Run 1, clock wires, drivers and flops:
(1 px per µm)
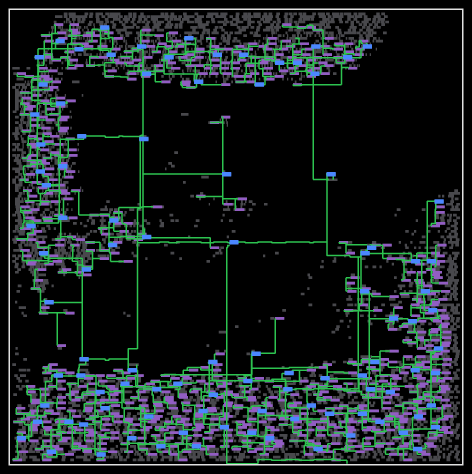
Run 1, routing congestion map:
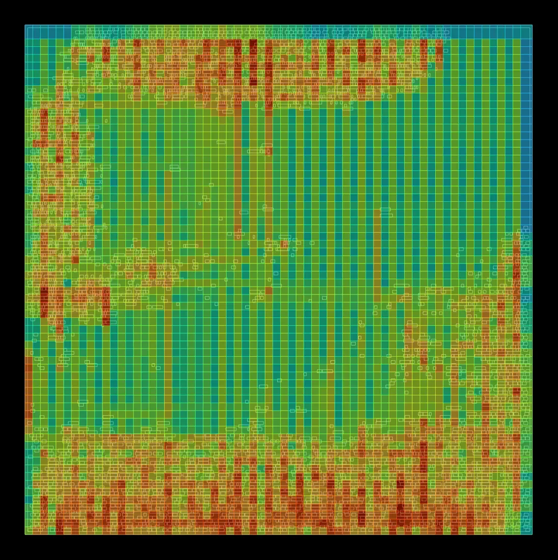
Run 1, metal layers overlaid:
(1 px per µm) Two of the layers only.
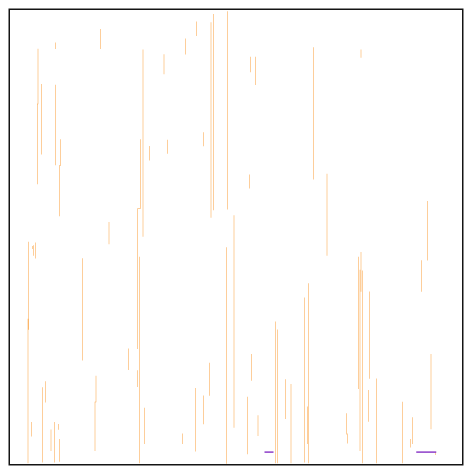
`config.mk`:
```
export PLATFORM = sky130hd
export DESIGN_NAME = acorn128_stream_loader
export DESIGN_NICKNAME = d
export VERILOG_FILES = /design/src/rtl/acorn128_stream_loader.sv
export SDC_FILE = /design/constraint.sdc
export NUM_CORES = 1
export LEC_CHECK = 0
export CAP_MARGIN = 25
export CORE_AREA = 2 2 450 452
export DETAILED_ROUTE_END_ITERATION = 16
export DIE_AREA = 0 0 452 454
export SYNTH_ARGS = -nofsm -noshare
export SYNTH_HDL_FRONTEND = slang
export SYNTH_SLANG_ARGS = --single-unit
```
`constraint.sdc`:
```
create_clock -name clk -period 6.75 [get_ports clk]
set_input_delay 2.025 -clock clk [delete_from_list [all_inputs] [get_ports clk]]
set_output_delay 2.025 -clock clk [all_outputs]
set_load 0.02 [all_outputs]
```
`src/rtl/acorn128_stream_loader.sv`:
```
// Purpose: packs an 18-word ingress job into ACORN-128 core buses, starts the core, and streams the 256-bit result+tag back as 8 words.
// Latency: last ingress word -> start_out 1 cycle; core_ready_in -> m_valid_out 1 cycle.
// Backpressure: s_ready_out is low outside IDLE/LOAD; egress holds data/last while m_ready_in is low.
//
// Ports: s_* ingress word stream (valid/ready, last, direction with word 0); key/iv/ad/plaintext/ciphertext/
// data_length/start/encrypt_out drive the core; core_* inputs return its results; m_* egress word stream;
// busy/frame_err/timeout_out are status (errors sticky until the next job starts).
// Optional build macro ACORN_LOADER_ZEROIZE_EN clears all data registers on every return to IDLE.
module acorn128_stream_loader #(
  parameter int TIMEOUT_CYC = 8192,
  parameter int WORD_W      = 32
) (
  input  logic              clk,
  input  logic              rst,
  input  logic              s_valid_in,
  output logic              s_ready_out,
  input  logic [WORD_W-1:0] s_data_in,
  input  logic              s_last_in,
  input  logic              s_encrypt_in,
  output logic [127:0]      key_out,
  output logic [127:0]      iv_out,
  output logic [127:0]      associated_data_out,
  output logic [127:0]      plaintext_out,
  output logic [127:0]      ciphertext_out,
  output logic [63:0]       data_length_out,
  output logic              start_out,
  output logic              encrypt_out,
  input  logic              core_ready_in,
  input  logic [127:0]      core_ciphertext_in,
  input  logic [127:0]      core_plaintext_in,
  input  logic [127:0]      core_tag_in,
  output logic              m_valid_out,
  input  logic              m_ready_in,
  output logic [WORD_W-1:0] m_data_out,
  output logic              m_last_out,
  output logic              busy_out,
  output logic              frame_err_out,
  output logic              timeout_out
);

  localparam int TW = $clog2(TIMEOUT_CYC + 1);

  typedef enum logic [1:0] {ST_IDLE, ST_LOAD, ST_RUN, ST_DRAIN} state_t;

  state_t         r_state;
  state_t         w_state_nxt;
  logic           r_s_ready;
  logic [4:0]     r_word_cnt;   // ingress word index in LOAD, egress word index in DRAIN
  logic [TW-1:0]  r_tmo_cnt;
  logic [127:0]   r_key, r_iv, r_ad, r_pay;
  logic [63:0]    r_len;
  logic [255:0]   r_shift;
  logic           r_start, r_encrypt, r_m_valid, r_frame_err, r_timeout;

  logic           w_accept, w_load, w_frame_err, w_go_run, w_capture, w_tmo_hit;
  logic           w_m_fire, w_drain_done;
  logic [4:0]     w_idx;
  logic [TW-1:0]  w_tmo_inc;

  assign w_accept  = s_valid_in && r_s_ready;
  assign w_m_fire  = r_m_valid && m_ready_in;
  assign w_tmo_inc = r_tmo_cnt + TW'(1);
  // Word 0 arrives in IDLE where the counter holds stale drain state.
  assign w_idx     = (r_state == ST_IDLE) ? 5'd0 : r_word_cnt;

  always_ff @(posedge clk or negedge rst) begin
    if (!rst) r_state <= ST_IDLE;
    else      r_state <= w_state_nxt;
  end

  always_comb begin
    w_state_nxt  = r_state;
    w_load       = 1'b0;
    w_frame_err  = 1'b0;
    w_go_run     = 1'b0;
    w_capture    = 1'b0;
    w_tmo_hit    = 1'b0;
    w_drain_done = 1'b0;
    case (r_state)
      ST_IDLE: begin
        if (w_accept) begin
          w_load = 1'b1;
          if (s_last_in) w_frame_err = 1'b1;
          else           w_state_nxt = ST_LOAD;
        end
      end
      ST_LOAD: begin
        if (w_accept) begin
          w_load = 1'b1;
          if (s_last_in != (r_word_cnt == 5'd17)) begin
            w_frame_err = 1'b1;
            w_state_nxt = ST_IDLE;
          end else if (r_word_cnt == 5'd17) begin
            w_go_run    = 1'b1;
            w_state_nxt = ST_RUN;
          end
        end
      end
      ST_RUN: begin
        // Ready takes priority over a timeout landing on the same cycle.
        if (core_ready_in) begin
          w_capture   = 1'b1;
          w_state_nxt = ST_DRAIN;
        end else if (w_tmo_inc == TW'(TIMEOUT_CYC)) begin
          w_tmo_hit   = 1'b1;
          w_state_nxt = ST_IDLE;
        end
      end
      default: begin
        if (w_m_fire && (r_word_cnt == 5'd7)) begin
          w_drain_done = 1'b1;
          w_state_nxt  = ST_IDLE;
        end
      end
    endcase
  end

  always_ff @(posedge clk or negedge rst) begin
    if (!rst) begin
      r_s_ready   <= 1'b0;
      r_word_cnt  <= '0;
      r_tmo_cnt   <= '0;
      r_key       <= '0;
      r_iv        <= '0;
      r_ad        <= '0;
      r_pay       <= '0;
      r_len       <= '0;
      r_shift     <= '0;
      r_start     <= 1'b0;
      r_encrypt   <= 1'b0;
      r_m_valid   <= 1'b0;
      r_frame_err <= 1'b0;
      r_timeout   <= 1'b0;
    end else begin
      r_s_ready <= (w_state_nxt == ST_IDLE) || (w_state_nxt == ST_LOAD);
      if (r_state == ST_RUN) r_tmo_cnt <= w_tmo_inc;
      if (w_load) begin
        if (r_state == ST_IDLE) begin
          r_encrypt   <= s_encrypt_in;
          r_frame_err <= 1'b0;
          r_timeout   <= 1'b0;
          r_word_cnt  <= 5'd1;
        end else begin
          r_word_cnt  <= r_word_cnt + 5'd1;
        end
        // Fields arrive MSW first, so each one is a left-shifting register.
        if (w_idx < 5'd4)       r_key <= {r_key[95:0], s_data_in};
        else if (w_idx < 5'd8)  r_iv  <= {r_iv[95:0],  s_data_in};
        else if (w_idx < 5'd12) r_ad  <= {r_ad[95:0],  s_data_in};
        else if (w_idx < 5'd16) r_pay <= {r_pay[95:0], s_data_in};
        else                    r_len <= {r_len[31:0], s_data_in};
      end
      if (w_frame_err) r_frame_err <= 1'b1;
      if (w_go_run) begin
        r_start    <= 1'b1;
        r_tmo_cnt  <= '0;
        r_word_cnt <= '0;
      end
      if (w_capture) begin
        r_shift   <= {(r_encrypt ? core_ciphertext_in : core_plaintext_in), core_tag_in};
        r_start   <= 1'b0;
        r_m_valid <= 1'b1;
      end
      if (w_tmo_hit) begin
        r_timeout <= 1'b1;
        r_start   <= 1'b0;
      end
      if (w_m_fire) begin
        r_shift    <= {r_shift[223:0], 32'h0};
        r_word_cnt <= r_word_cnt + 5'd1;
        if (w_drain_done) r_m_valid <= 1'b0;
      end
`ifdef ACORN_LOADER_ZEROIZE_EN
      if (w_frame_err || w_tmo_hit || w_drain_done) begin
        r_key   <= '0;
        r_iv    <= '0;
        r_ad    <= '0;
        r_pay   <= '0;
        r_len   <= '0;
        r_shift <= '0;
      end
`else
      // Data registers keep their contents until the next job overwrites them.
`endif
    end
  end

  assign s_ready_out         = r_s_ready;
  assign key_out             = r_key;
  assign iv_out              = r_iv;
  assign associated_data_out = r_ad;
  assign plaintext_out       = r_encrypt ? r_pay : 128'h0;
  assign ciphertext_out      = r_encrypt ? 128'h0 : r_pay;
  assign data_length_out     = r_len;
  assign start_out           = r_start;
  assign encrypt_out         = r_encrypt;
  assign m_valid_out         = r_m_valid;
  assign m_data_out          = r_shift[255:224];
  assign m_last_out          = r_m_valid && (r_word_cnt == 5'd7);
  assign busy_out            = (r_state != ST_IDLE);
  assign frame_err_out       = r_frame_err;
  assign timeout_out         = r_timeout;

endmodule

```
==> run notes, run 1 <==
Quick summary of the implementation run below.

The xor/xnor cell area share of the yosys netlist came out at 0.00165. The floorplan core density is 0.185. dfrtp_1 takes more of the synthesized area than any other cell. In the placement report, post-DP HPWL is listed as 137 mm. The multi-input combinational cell count is 2109. The critical path depth is 3. The final critical-path setup slack is 1.42 ns.

The clock net sink count came out at 859. The initial antenna violation count is 40. The final core utilization is 0.276.

The tally of clock buffers in the finished layout is 134. The worst setup path is captured at an output port. The overflow left after global routing is 0. The synthesized instance count is 3228.

The maximum buffer depth of the clock tree is 3. The report shows a maximum critical-path fanout of 55. The warning total across the stage logs came out at 50. The count of endpoints failing hold in the final timing report came out at 0. The first routing iteration left 2243 violations. After global routing, the most crowded layer is met2.

After synthesis, the most frequently instantiated cells are dfrtp_1 (859), mux2_2 (577), nand2_1 (404), nor2_1 (251), clkbuf_1 (185). The most critical setup path has its startpoint at encrypt_out. For this run, the register share of the synthesized area comes to 0.577. The capture point of the worst register-to-register path is recorded as r_shift[253]. The post-synthesis cell type count is 42.

The final estimated routing congestion in global placement is 0.931. The layout has 1221 buffers outside the clock class. Overall power consumption after layout is estimated at 26400 µW. The global router's overall resource usage came out at 0.162. The setup total negative slack is 0 ns. The signed area change from the synthesized netlist to the final layout came out at 48.8%. Per STA, the endpoint of the critical path is plaintext_out[19]. The setup check on the worst reg-to-reg path leaves a slack of 2.57 ns.

Before CTS, the worst setup slack after placement is 1.82 ns. The simple-gate portion of the synthesized area came out at 0.117. The run finished with clean final reports. The number of standard-cell rows in the floorplan came out at 165. The post-place instance area came out at 0.0518 mm². Per the cell usage report, the commonest logic cell in the layout is clkdlybuf4s50_1.

The overall chip area is 0.205 mm². The final critical path time including I/O delays and setup is 5.33 ns. The maximum clock skew at final layout is 0.0480 ns.

The count of non-CTS inverters in the layout is 3. The area of the synthesized netlist per yosys stat came out at 0.0373 mm². The later-pin clock latency in the skew report is 0.74 ns. The biggest area consumer among cell classes is flip-flops and latches. In this run, power in flip-flops and latches comes to 9450 µW. The max capacitance violation total came out at 0. Dividing the final minimum period by the clock period gives 0.790.
Back to the opening pictures, 'clock wires, drivers and flops':
[purple] flip-flops | count: 859
[blue] cells driving clock nets | count: 101
[green] clock wires | length: 13200 µm
routed clock nets	102

Back to the opening pictures, 'routing congestion map':
global routing met2 resource utilization: 0.264
average routed wire per standard cell: 24.6 µm
met3 capacity usage during global routing: 0.0349
met1 usage in global routing: 0.215

Back to the opening pictures, 'metal layers overlaid':
color	layer	wire length
purple	met5	25.8 µm
orange	met4	5170 µm

## Run 2: what changed since run 1
Settings changed: CORE_AREA 2 2 450 452 to 2 2 455 457, DIE_AREA 0 0 452 454 to 0 0 457 459.
Clock period 6.75 ns to 5.2 ns, I/O delays scaled along.
Run 2, the metal 1 layer:
(1 px per µm) Supply wires on this layer in gray.
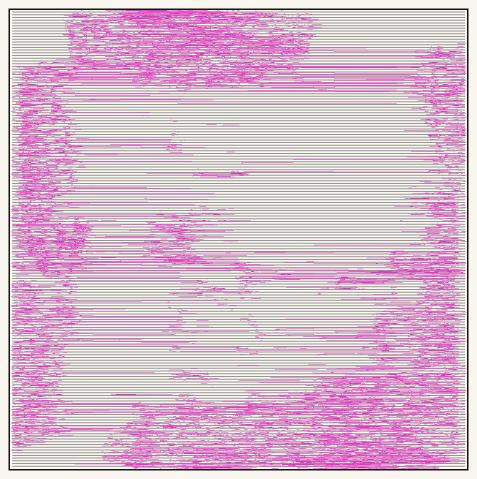
share of all routed wire	43%
wire length on this layer	74.2 mm
main direction	horizontal

==> run 2 against run 1 <==
Effect of this change:
- count of clock-buffer cells in the layout increased by 6
- clock power increased by 26%
- worst hold slack got worse by 0.026 ns
- area after synthesis unchanged
- core utilization decreased by 0.48 points
- final area increased by 0.56%
- power increased by 29%
==> run notes, run 2 <==
Quick summary of the implementation run below.

The minimum setup slack after placement is 0.973 ns (-0.852 ns). The floorplan core density came out at 0.181 (-0.00427). The detailed placement HPWL came out at 139 mm (+1.3%). The later-pin clock latency in the skew report came out at 0.73 ns (about the same). Per the GRT log, the top usage layer is met2.

The final critical path time including I/O delays and setup came out at 4.67 ns. The synthesized instance count came out at 3228 (unchanged). The warning total across the stage logs is 36 (-28%). The I/O pin count is 1167. The post-synthesis cell type count is 42 (unchanged). The buffer count excluding the clock tree in the final layout is 1249 (+2.3%). The number of standard-cell rows in the floorplan came out at 167 (+1.2%). OpenSTA lists the critical path endpoint as plaintext_out[44]. The power consumed by sequential cells came to 12200 µW (+29%). The area of the synthesized netlist per yosys stat is 0.0373 mm² (unchanged). The met1 capacity usage during global routing is 0.206 (-0.00836). The count of endpoints failing hold in the final timing report came out at 0 (unchanged).

The signed area change from the synthesized netlist to the final layout is 49.6%. The data arrival time at the worst-slack endpoint is 3.11 ns. The maximum buffer depth of the clock tree is 3 (unchanged). The dominant kind of combinational cell is multiplexers.

Among logic cells in the layout, the one with the most instances is clkdlybuf4s50_1. The clock net sink count came out at 859 (unchanged). The via total after detailed routing came out at 29400. The initial antenna violation count came out at 33 (-18%).

Sorting the Yosys area breakdown by cell type puts at the top dfrtp_1. The tightest slew margin relative to the limit is 0.342. The overall chip area is 0.210 mm² (+2.2%). The simple-gate portion of the synthesized area was 0.117 (unchanged).

The met1 layer wirelength in the final routing is 74.2 mm. The first-iteration detailed-routing DRC count is 1855 (-17%). The overflow left after global routing came out at 0 (unchanged). The biggest area consumer among cell classes is flip-flops and latches. The final core utilization came to 0.271 (-0.00483). The global-route track usage on met3 came to 0.0515 (+0.0166).

The average wire per standard cell came to 24.5 µm (-0.41%). The launching instance or port of the critical path is encrypt_out. The maximum clock skew at final layout came out at 0.0484 ns (+0.000397 ns). The worst register-to-register path ends at r_shift[190]. The sequential cell area fraction in the yosys report came out at 0.577 (unchanged). The tally of clock buffers in the finished layout came out at 140 (+4.5%). The met2 layer usage reported by global route came out at 0.253 (-0.0108). The register-to-register path setup slack came out at 1.42 ns (-1.15 ns). The final timing summary puts the cycle share of the worst path at 0.898. The global router's overall resource usage is 0.160 (-0.00225). The post-place instance area came to 0.0522 mm² (+0.80%). STA classifies the critical path endpoint as an output port.

The flow ran to the end, and the final reports show no timing, DRC or antenna violations.
Run 2, metal layers overlaid:
(1 px per µm) Two of the layers only.
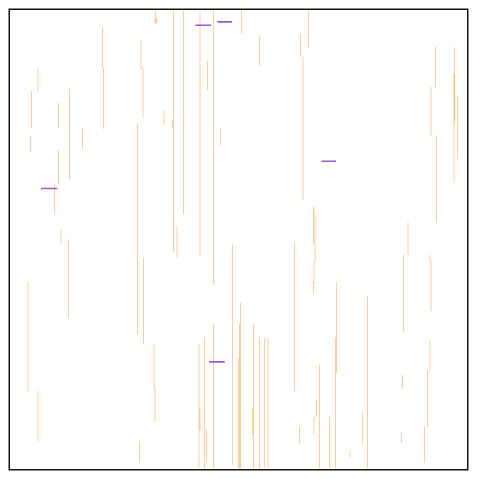
color	layer	wire length
orange	met4	5740 µm
purple	met5	68.1 µm

## Run 3: what changed since run 2
Settings changed: PLACE_DENSITY from default to 0.42.
Run 3, routing congestion map:
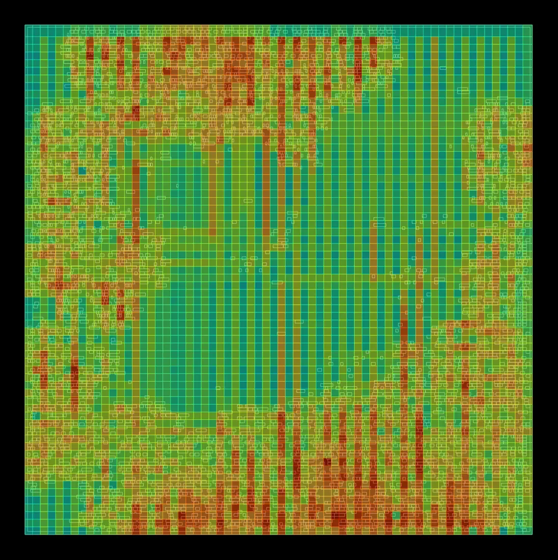
met3 capacity usage during global routing: 0.0474
global routing met2 resource utilization: 0.258
average routed wire per standard cell: 24.9 µm

==> run 3 against run 2 <==
Effect of this change:
- count of clock-buffer cells in the layout is 12 higher
- wire length up 1.4%
- power is 1.6% higher
- largest power group unchanged
==> run notes, run 3 <==
Quick summary of the implementation run below.

The global router's overall resource usage came out at 0.163 (+0.00243). The detailed placement HPWL is 138 mm (-0.19%). The flow ran to the end, and the final reports show no timing, DRC or antenna violations.

The synthesized instance count is 3228 (unchanged). The overall chip area came out at 0.210 mm² (unchanged). The floorplan core density came to 0.181 (unchanged).

By instance count after routing, the leading logic cell type is clkdlybuf4s50_1. The met1 layer wirelength in the final routing came out at 77.3 mm (+4.1%). Warnings reported by Yosys during synthesis add up to 0. The sequential cell area fraction in the yosys report came out at 0.577 (unchanged). Among the non-sequential cells, multiplexers take the most area. The largest total area in the synthesized netlist belongs to dfrtp_1. The power consumed by sequential cells came out at 12200 µW (about the same). The maximum clock skew at final layout is 0.0310 ns (-0.0173 ns). The final core utilization is 0.272 (+0.00102). The worst register-to-register path ends at r_shift[252].

The tally of clock buffers in the finished layout is 152 (+8.6%). The final clock period utilization by the worst path came out at 0.920 (+0.0213). The nature of the critical path endpoint is an output port. Between the synthesized netlist and the finished layout, the area growth was recorded as 50.2%. The overflow left after global routing is 0 (unchanged). The clock net sink count is 859 (unchanged).

The first-iteration detailed-routing DRC count is 1785 (-3.8%). Looking at the cell usage after synthesis, the top flip-flop cell is dfrtp_1. The warning total across the stage logs came out at 37 (+2.8%). Looking at the area split, the leading class of cells is flip-flops and latches. The met1 capacity usage during global routing came out at 0.214 (+0.00768). The maximum buffer depth of the clock tree came out at 3 (unchanged). The minimum setup slack after placement is 0.959 ns (-0.0138 ns). In this run the worst setup path terminates at ciphertext_out[127].

The via total after detailed routing is 28900 (-1.5%). The number of standard-cell rows in the floorplan is 167 (unchanged). The I/O pin count came to 1167 (unchanged).

The buffer count excluding the clock tree in the final layout is 1237 (-0.96%). The total length of routed wires came out at 177 mm. The count of endpoints failing hold in the final timing report is 0 (unchanged). The simple-gate portion of the synthesized area came out at 0.117 (unchanged). The layer with the highest usage after global routing is met2.

The area of the synthesized netlist per yosys stat is 0.0373 mm² (unchanged). The data arrival time at the worst-slack endpoint came out at 3.22 ns (+0.11 ns). Tracing the worst setup path back leads to its startpoint at encrypt_out. The later-pin clock latency in the skew report came to 0.76 ns (+0.03 ns). The placeable core region came out at 0.206 mm². From the final report, the count of setup violators was given as 0.
Run 3, metal layers overlaid:
(1 px per µm) Two of the layers only.
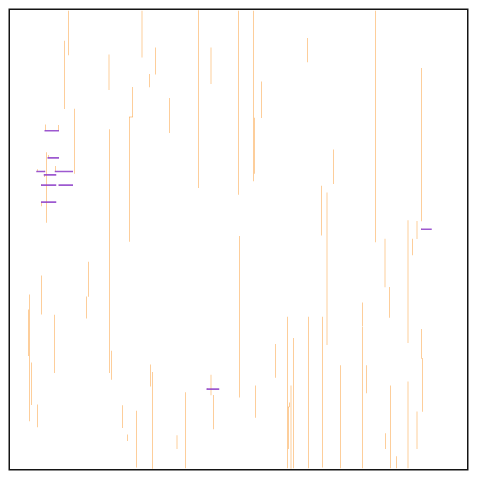
color	layer	wire length
orange	met4	4690 µm
purple	met5	119 µm

Power figures rest on the tool's default switching activity, not on a simulated workload.
